**src/rtl/mem_port_arbiter_pkg.sv**
```systemverilog
// Shared types for the IF/MEM memory port arbiter: one-hot FSM states and the
// packed request register layout.
package mem_port_arbiter_pkg;

  localparam int ARB_ADDR_W    = 32;
  localparam int ARB_DATA_W    = 32;
  localparam int ARB_STRB_W    = 4;
  localparam int ARB_REQ_WIDTH = ARB_ADDR_W + 1 + ARB_DATA_W + ARB_STRB_W;
  localparam int ARB_CNT_W     = 3;

  typedef enum logic [4:0] {
    ST_IDLE      = 5'b00001,
    ST_INST_REQ  = 5'b00010,
    ST_INST_WAIT = 5'b00100,
    ST_DATA_REQ  = 5'b01000,
    ST_DATA_WAIT = 5'b10000
  } arb_state_e;

  typedef struct packed {
    logic [ARB_ADDR_W-1:0] addr;
    logic                  wen;
    logic [ARB_DATA_W-1:0] wdata;
    logic [ARB_STRB_W-1:0] wstrb;
  } arb_req_t;

  // Fetches are always reads with no write payload.
  function automatic arb_req_t fetch_req(input logic [ARB_ADDR_W-1:0] pc);
    arb_req_t r;
    r      = '0;
    r.addr = pc;
    return r;
  endfunction

  function automatic arb_req_t data_req(input logic [ARB_ADDR_W-1:0] addr,
                                        input logic                  wen,
                                        input logic [ARB_DATA_W-1:0] wdata,
                                        input logic [ARB_STRB_W-1:0] wstrb);
    arb_req_t r;
    r.addr  = addr;
    r.wen   = wen;
    r.wdata = wdata;
    r.wstrb = wstrb;
    return r;
  endfunction

endpackage

```
**src/rtl/mem_arb_starve_cnt.sv**
```systemverilog
// Saturating count of data grants taken while a fetch waits; at_limit tells the
// arbiter that the fetch must win the next grant.
module mem_arb_starve_cnt
  import mem_port_arbiter_pkg::*;
#(
  parameter int unsigned LIMIT = 4
) (
  input  logic clk,
  input  logic rst,
  input  logic clr,
  input  logic inc,
  output logic at_limit
);

  localparam logic [ARB_CNT_W-1:0] LIMIT_C = ARB_CNT_W'(LIMIT);

  logic [ARB_CNT_W-1:0] count;

  always_ff @(posedge clk) begin
    if (!rst) begin
      count <= '0;
    end else if (clr) begin
      count <= '0;
    end else if (inc && (count != LIMIT_C)) begin
      count <= count + ARB_CNT_W'(1);
    end
  end

  assign at_limit = (count == LIMIT_C);

endmodule

```
**src/rtl/mem_port_arbiter.sv**
```systemverilog
// Shares one memory port between instruction fetch and the MEM stage, with data
// priority, fetch starvation protection and flush-killed fetch responses.
//
//   state     | meaning
//   ----------+------------------------------------------------------------
//   IDLE      | port free; at most one requester handshake this cycle
//   INST_REQ  | fetch read presented to memory, held until Mem_Req_Ready
//   INST_WAIT | waiting for fetch data; dropped if kill is set
//   DATA_REQ  | load/store presented to memory, held until Mem_Req_Ready
//   DATA_WAIT | waiting for load data to hand to MEM
module mem_port_arbiter
  import mem_port_arbiter_pkg::*;
#(
  parameter int unsigned STARVE_LIMIT = 4
) (
  input  logic        clk,
  input  logic        rst,

  input  logic        inst_req_valid,
  output logic        inst_req_ready,
  input  logic [31:0] inst_addr,
  input  logic        inst_flush,
  output logic [31:0] inst_rdata,
  output logic        inst_rdata_valid,
  input  logic        inst_rdata_ready,

  input  logic        data_req_valid,
  output logic        data_req_ready,
  input  logic [31:0] data_addr,
  input  logic        data_wen,
  input  logic [31:0] data_wdata,
  input  logic [3:0]  data_wstrb,
  output logic [31:0] data_rdata,
  output logic        data_rdata_valid,
  input  logic        data_rdata_ready,

  output logic [31:0] Address,
  output logic        MemRead,
  output logic        MemWrite,
  output logic [31:0] Write_data,
  output logic [3:0]  Write_strb,
  input  logic        Mem_Req_Ready,
  input  logic [31:0] Read_data,
  input  logic        Read_data_Valid,
  output logic        Read_data_Ready
);

  arb_state_e state;
  arb_req_t   req_r;
  logic       kill;

  logic in_idle;
  logic in_req;
  logic in_inst_wait;
  logic in_data_wait;
  logic inst_pending;
  logic data_grant;
  logic inst_grant;
  logic at_limit;

  assign in_idle      = (state == ST_IDLE) && rst;
  assign in_req       = (state == ST_INST_REQ) || (state == ST_DATA_REQ);
  assign in_inst_wait = (state == ST_INST_WAIT);
  assign in_data_wait = (state == ST_DATA_WAIT);

  // A flushed fetch request does not count as pending for either grant or starvation.
  assign inst_pending = inst_req_valid && !inst_flush;
  assign data_grant   = in_idle && data_req_valid && !(inst_pending && at_limit);
  assign inst_grant   = in_idle && inst_pending && !data_grant;

  assign data_req_ready = data_grant;
  assign inst_req_ready = inst_grant;

  mem_arb_starve_cnt #(
    .LIMIT (STARVE_LIMIT)
  ) u_starve (
    .clk      (clk),
    .rst      (rst),
    .clr      (inst_grant || (data_grant && !inst_pending)),
    .inc      (data_grant && inst_pending),
    .at_limit (at_limit)
  );

  assign MemRead    = in_req && !req_r.wen;
  assign MemWrite   = in_req && req_r.wen;
  assign Address    = req_r.addr;
  assign Write_data = req_r.wdata;
  assign Write_strb = req_r.wstrb;

  assign inst_rdata       = Read_data;
  assign data_rdata       = Read_data;
  assign inst_rdata_valid = in_inst_wait && Read_data_Valid && !(kill || inst_flush);
  assign data_rdata_valid = in_data_wait && Read_data_Valid;

  // A killed fetch has no consumer, so the response is swallowed immediately.
  always_comb begin
    Read_data_Ready = 1'b0;
    if (in_inst_wait) begin
      Read_data_Ready = kill ? 1'b1 : inst_rdata_ready;
    end else if (in_data_wait) begin
      Read_data_Ready = data_rdata_ready;
    end
  end

  always_ff @(posedge clk) begin
    if (!rst) begin
      state <= ST_IDLE;
      req_r <= '0;
      kill  <= 1'b0;
    end else begin
      case (state)
        ST_IDLE: begin
          kill <= 1'b0;
          if (data_grant) begin
            req_r <= data_req(data_addr, data_wen, data_wdata, data_wstrb);
            state <= ST_DATA_REQ;
          end else if (inst_grant) begin
            req_r <= fetch_req(inst_addr);
            state <= ST_INST_REQ;
          end
        end
        ST_INST_REQ: begin
          if (inst_flush) begin
            kill <= 1'b1;
          end
          if (Mem_Req_Ready) begin
            state <= ST_INST_WAIT;
          end
        end
        ST_INST_WAIT: begin
          if (Read_data_Valid && Read_data_Ready) begin
            state <= ST_IDLE;
            kill  <= 1'b0;
          end else if (inst_flush) begin
            kill <= 1'b1;
          end
        end
        ST_DATA_REQ: begin
          if (Mem_Req_Ready) begin
            state <= req_r.wen ? ST_IDLE : ST_DATA_WAIT;
          end
        end
        ST_DATA_WAIT: begin
          if (Read_data_Valid && data_rdata_ready) begin
            state <= ST_IDLE;
          end
        end
        default: begin
          state <= ST_IDLE;
          kill  <= 1'b0;
        end
      endcase
    end
  end

endmodule
```
**config.mk**
```make
export PLATFORM = sky130hd
export DESIGN_NAME = mem_port_arbiter
export DESIGN_NICKNAME = d
export VERILOG_FILES = /design/src/rtl/mem_port_arbiter_pkg.sv /design/src/rtl/mem_arb_starve_cnt.sv /design/src/rtl/mem_port_arbiter.sv
export SDC_FILE = /design/constraint.sdc
export NUM_CORES = 1
export LEC_CHECK = 0
export CAP_MARGIN = 0
export CORE_ASPECT_RATIO = 0.8
export CORE_MARGIN = 5
export CORE_UTILIZATION = 25
export DETAILED_ROUTE_END_ITERATION = 8
export PLACE_DENSITY = 0.58
export SLEW_MARGIN = 20
export SYNTH_ARGS = -nofsm -noshare
export SYNTH_HDL_FRONTEND = slang
export SYNTH_SLANG_ARGS = --single-unit
```
**constraint.sdc**
```tcl
create_clock -name clk -period 2.75 [get_ports clk]
set_input_delay 0.55 -clock clk [delete_from_list [all_inputs] [get_ports clk]]
set_output_delay 0.55 -clock clk [all_outputs]
set_load 0.005 [all_outputs]
```
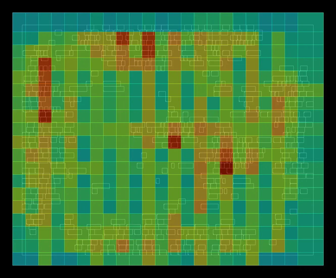
run_1/congestion.png
met3 Use GR: 0.0547
GR Layer Usage met1: 0.153

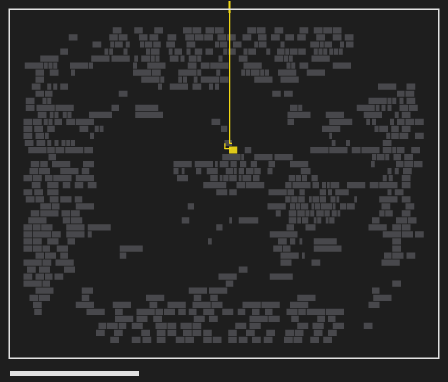
run_1/io_fan.png
The bar under the picture is 50 um long.
legend:
  inst_req_ready:
    color: yellow
    bits: 1
    direction: output
    end_cells: 1
    buffers: 1
    wire: 56.6 um

==> reports/qor.txt, run 1 <==
Setup TNS: 0 ps
Core Box Area: 19000 sq um
synth-to-layout area growth: 31.3%
Detail Route Antenna Nets: 0
FFs w/ async S/R, synth: 0
Hold Vio Cnt, Final: 0
Final Max Slew Viols: 0
CTS H-tree lvls: 3
Worst R2R End: Write_data[25]
TritonCTS clock tree: done
PD cells: 543 nW/um^2
Hold-fix buffers, CTS: 0
placed cells: 816
final-report setup violation count: 0
Post-Syn Instances: 530
synth warn: 0
Critical Path RT: 2200 ps
vias after detailed routing: 3781
slew at the pin closest to its max-slew limit: 695 ps
yosys stat area: 4830 sq um
fmax: 380 MHz
status: completed
IO Port Bufs: 184
DR DRC count: 0
relative slew slack: 0.537
drt first pass iters: 4
final WL: 13.4 mm
CTS sink cnt: 78
RR Startpoint: state[4]
post-route setup slack: 121 ps
Hold Crit Class: reg2reg
Final Power: 3450 uW
Final Skew: 3.72 ps
GRT Overall Usage: 0.119
sequential share of the synthesized area: 0.323
Rows: 45
IO Count: 281
first-pass GRT wire length: 20.8 mm
most frequent cell after synthesis: buf_4
worst slack at placement: -74.1 ps
CP Data Arrival Time: 2080 ps
pin count of the biggest net entering global routing: 79
Area after DPL: 5990 sq um
post-CTS setup buffers: 0
top cells by area: dfxtp_1, buf_4, a22oi_2
CP Max Fanout: 13
reg-to-reg setup timing slack: 420 ps
number of enable flip-flop cells: 0
final instance count without filler cells: 833
Distinct lib cells used: 44
Commonest cells post-synth: buf_4, dfxtp_1, a22oi_2
Die Area: 22200 sq um
Most used DFF post-synth: dfxtp_1
clk buf depth: 2
clk root buf: clkbuf_16
die width: 165 um
Area leader share: 0.323
Crit Path Class: reg2out
Hold Slack: 521 ps
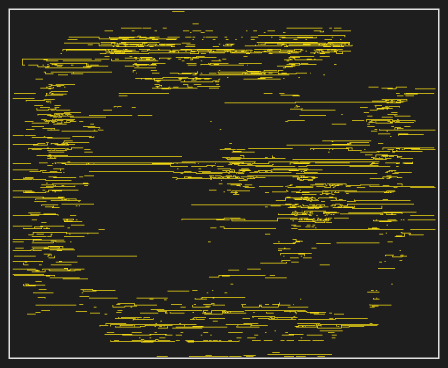
run_1/layer_met1.png
share of all routed wire: 46%
nets with wire on the layer: 609
longest straight run: 49.7 um

[run 1: area by class of cell]
type                    instances  area [sq um]
clock buffers                  10           229
clock inverters                 6           110
fillers                      1944         12600
inverters                       4          15.0
multi-input cells             274          2080
flip-flops and latches         78          1560
well taps                     258           323
repair buffers                203          2030
[run 1: cells by family after synthesis]
family | count (synthesis) | synth area share
adders and majority gates | 2 | 0.00518
AOI/OAI and AO/OA | 188 | 0.293
DFF | 78 | 0.323
buffers and inverters | 178 | 0.251
xor gates and xnor gates | 3 | 0.00544
and+or+nand+nor | 81 | 0.122
[run 1: worst min-delay path by stage]
stage                         from        endpoint  cells past startpoint  slack (ps)
floorplan              Address[10]     Address[10]                      2         490
global placement        Address[9]      Address[9]                      2         510
detailed placement   Write_strb[0]   Write_strb[0]                      2         510
CTS                    Address[11]     Address[11]                      2         530
global route        Write_data[11]  Write_data[11]                      2         550
finish                  Address[3]      Address[3]                      2         520
[run 1: critical path: stages, from the launching register on]
cell and delay (ps):
dfxtp_1 310, buf_4 170, nor4_2 290, nand2_1 150
buf_4 160, o2bb2ai_1 130, clkdlybuf4s50_1 530
[run 1: state kept, by name (all words and copies together) (netlist names)]
register        flops
Address            32
Write_data         32
Write_strb          4
kill                1
req_r               1
state               5
u_starve.count      3
[run 1: routing by layer]
layer / track usage / vias up / routed length, um
met1: 0.153 / 1782 / 6140
li1: - / 1829 / -
met3: 0.0547 / 15 / 1260
met2: 0.176 / 153 / 5860
met4: 0.0362 / 2 / 165
met5: 0 / - / 19
[run 1: report_power, final]
group	switching [uW]	internal [uW]
Clock	495	886
Sequential	60.4	1220
Combinational	333	455
Total	888	2560
==> run 2: changes to the inputs <==
--- a/config.mk
+++ b/config.mk
@@ -5,7 +5,6 @@
 export SDC_FILE = /design/constraint.sdc
 export NUM_CORES = 1
 export LEC_CHECK = 0
-export CAP_MARGIN = 0
 export CORE_ASPECT_RATIO = 0.8
 export CORE_MARGIN = 5
 export CORE_UTILIZATION = 25
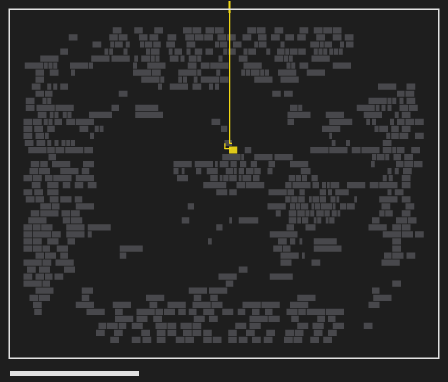
run_2/io_fan.png
The bar under the picture is 50 um long.
legend:
  inst_req_ready:
    color: yellow
    bits: 1
    direction: output
    end_cells: 1
    buffers: 1
    wire: 56.6 um
IO Count: 281
IO Port Bufs: 184

==> run 2 against run 1 <==
Effect of this change:
- combinational power barely moved
- global-route usage did not move
- die size did not move
- final cell count did not move
- flip-flop count did not move
==> reports/qor.txt, run 2 <==
Commonest cells post-synth: buf_4, dfxtp_1, a22oi_2
Hold-fix buffers, CTS: 0 (unchanged)
Area leader share: 0.323 (unchanged)
Detail Route Antenna Nets: 0 (unchanged)
Crit Path Class: reg2out
delay-heaviest family, CP: buffers and inverters
Rows: 45 (unchanged)
fmax: 380 MHz (unchanged)
clk buf depth: 2 (unchanged)
Most used DFF post-synth: dfxtp_1
Area after DPL: 5990 sq um (unchanged)
die width: 165 um (unchanged)
drt first pass iters: 4 (unchanged)
Setup TNS: 0 ps (unchanged)
top cells by area: dfxtp_1, buf_4, a22oi_2
final WL: 13.4 mm (unchanged)
Inserted Diodes: 0
CP dominant cell by count: buf_4
sequential share of the synthesized area: 0.323 (unchanged)
Via density: 4.54
initial DRC count: 189
Final Skew: 3.72 ps (unchanged)
pin count of the biggest net entering global routing: 79 (unchanged)
synth-to-layout area growth: 31.3% (unchanged)
PD cells: 543 nW/um^2 (unchanged)
clock transition at the registers of the reported paths: 60 ps
Distinct lib cells used: 44 (unchanged)
Routed WL per cell: 16.1 um
Final Power: 3450 uW (unchanged)
yosys stat area: 4830 sq um (unchanged)
GRT Overall Usage: 0.119 (unchanged)
CP Max Fanout: 13 (unchanged)
Post-Syn Instances: 530 (unchanged)
Crit path largest cell delay: 530 ps (about the same)
vias after detailed routing: 3781 (unchanged)
first-pass GRT wire length: 20.8 mm (unchanged)
most frequent cell after synthesis: buf_4
Critical Path RT: 2200 ps (about the same)
DR DRC count: 0 (unchanged)
status: completed
total of max-cap violations: 0
Die Area: 22200 sq um (unchanged)
critical-path cell list: buf_4, nor4_2, nand2_1, buf_4, o2bb2ai_1, clkdlybuf4s50_1
CTS H-tree lvls: 3 (unchanged)
final-report setup violation count: 0 (unchanged)
number of enable flip-flop cells: 0 (unchanged)
Hold Vio Cnt, Final: 0 (unchanged)
Hold Slack: 521 ps (unchanged)
Final Max Slew Viols: 0 (unchanged)
FFs w/ async S/R, synth: 0 (unchanged)
CP Data Arrival Time: 2080 ps (about the same)
Tmin final: 2630 ps
relative slew slack: 0.537 (unchanged)
CP Launch Type: register
Hold Crit Class: reg2reg
critical path's slowest cell: clkdlybuf4s50_1
synth warn: 0 (unchanged)
Core Box Area: 19000 sq um (unchanged)
CTS sink cnt: 78 (unchanged)
Static Leak: 0.00217 uW
Buf/Inv on CP: 3 (unchanged)
slew at the pin closest to its max-slew limit: 695 ps (unchanged)
TritonCTS clock tree: done
Design Area, Final: 6350 sq um
clk root buf: clkbuf_16
RSZ-0062 raised after global routing: false
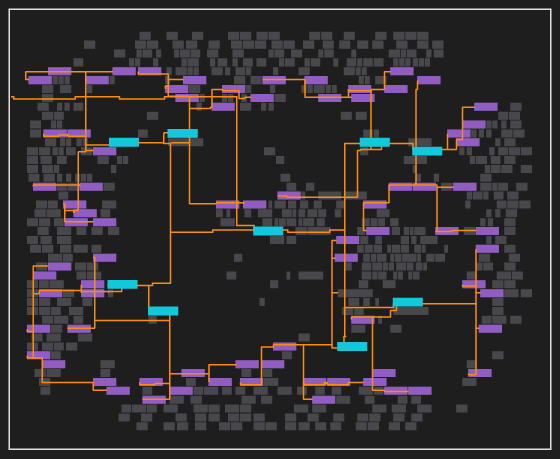
run_2/clk_routes.png
legend:
  clock wires:
    color: orange
    length: 1360 um
  flip-flops:
    color: purple
    count: 78
  clock drivers:
    color: cyan
    count: 9
routed clock nets: 10

run 2: routing by layer:
layer	up-vias	part of all wire	routed length [um]	track usage
li1	1829	-	-	-
met1	1782	0.46	6140	0.153
met2	153	0.44	5860	0.176
met3	15	0.094	1260	0.0547
met4	2	0.012	165	0.0362
met5	-	0.0014	19	0
run 2: cell type report:
class	instances	area [sq um]
multi-input combinational	274	2080
clock inverter	6	110
tap	258	323
inverter	4	15.0
fill	1944	12600
timing repair buffer	203	2030
clock buffer	10	229
sequential	78	1560
run 2: final timing paths:
kind | from | endpoint | slack [ps] | depth (start not counted)
worst max register to register | state[4] | Write_data[25] | 420 | 6
worst min register to register | Address[3] | Address[3] | 520 | 2
worst max-delay path | state[4] | Read_data_Ready | 120 | 6
worst min-delay path | Address[3] | Address[3] | 520 | 2
run 2: kinds of logic after synthesis:
family	after synthesis	synth area share
AND-OR/OR-AND	188	0.293
XOR/XNOR	3	0.00544
adder cells (fa/ha/maj)	2	0.00518
buffers and inverters	178	0.251
flip-flops	78	0.323
AND/OR/NAND/NOR	81	0.122
run 2: power by group:
group	leakage, uW	switching [uW]	internal (uW)
Clock	0.000159	495	886
Sequential	0.000638	60.4	1220
Combinational	0.00137	333	455
Total	0.00217	888	2560
run 2: worst min-delay path, stage by stage (launching register included):
cell and delay (ps):
dfxtp_1 310, o21ai_1 120, a21oi_1 50
run 2: through the flow:
step                utilization  cells  setup slack (ps)
floorplan                     -    530               608
global placement          0.316    816             -82.6
detailed placement        0.316    816             -74.1
CTS                       0.334    832              50.4
global route              0.335    833              23.2
finish                    0.335    833               121
run 2: repair_timing:
action	CTS	global route
pin swaps	0	2
setup buffers	0	1
resized	4	0
endpoints found under the setup margin	3	1
gates cloned	0	0
Power is estimated from default activity; no workload was simulated.
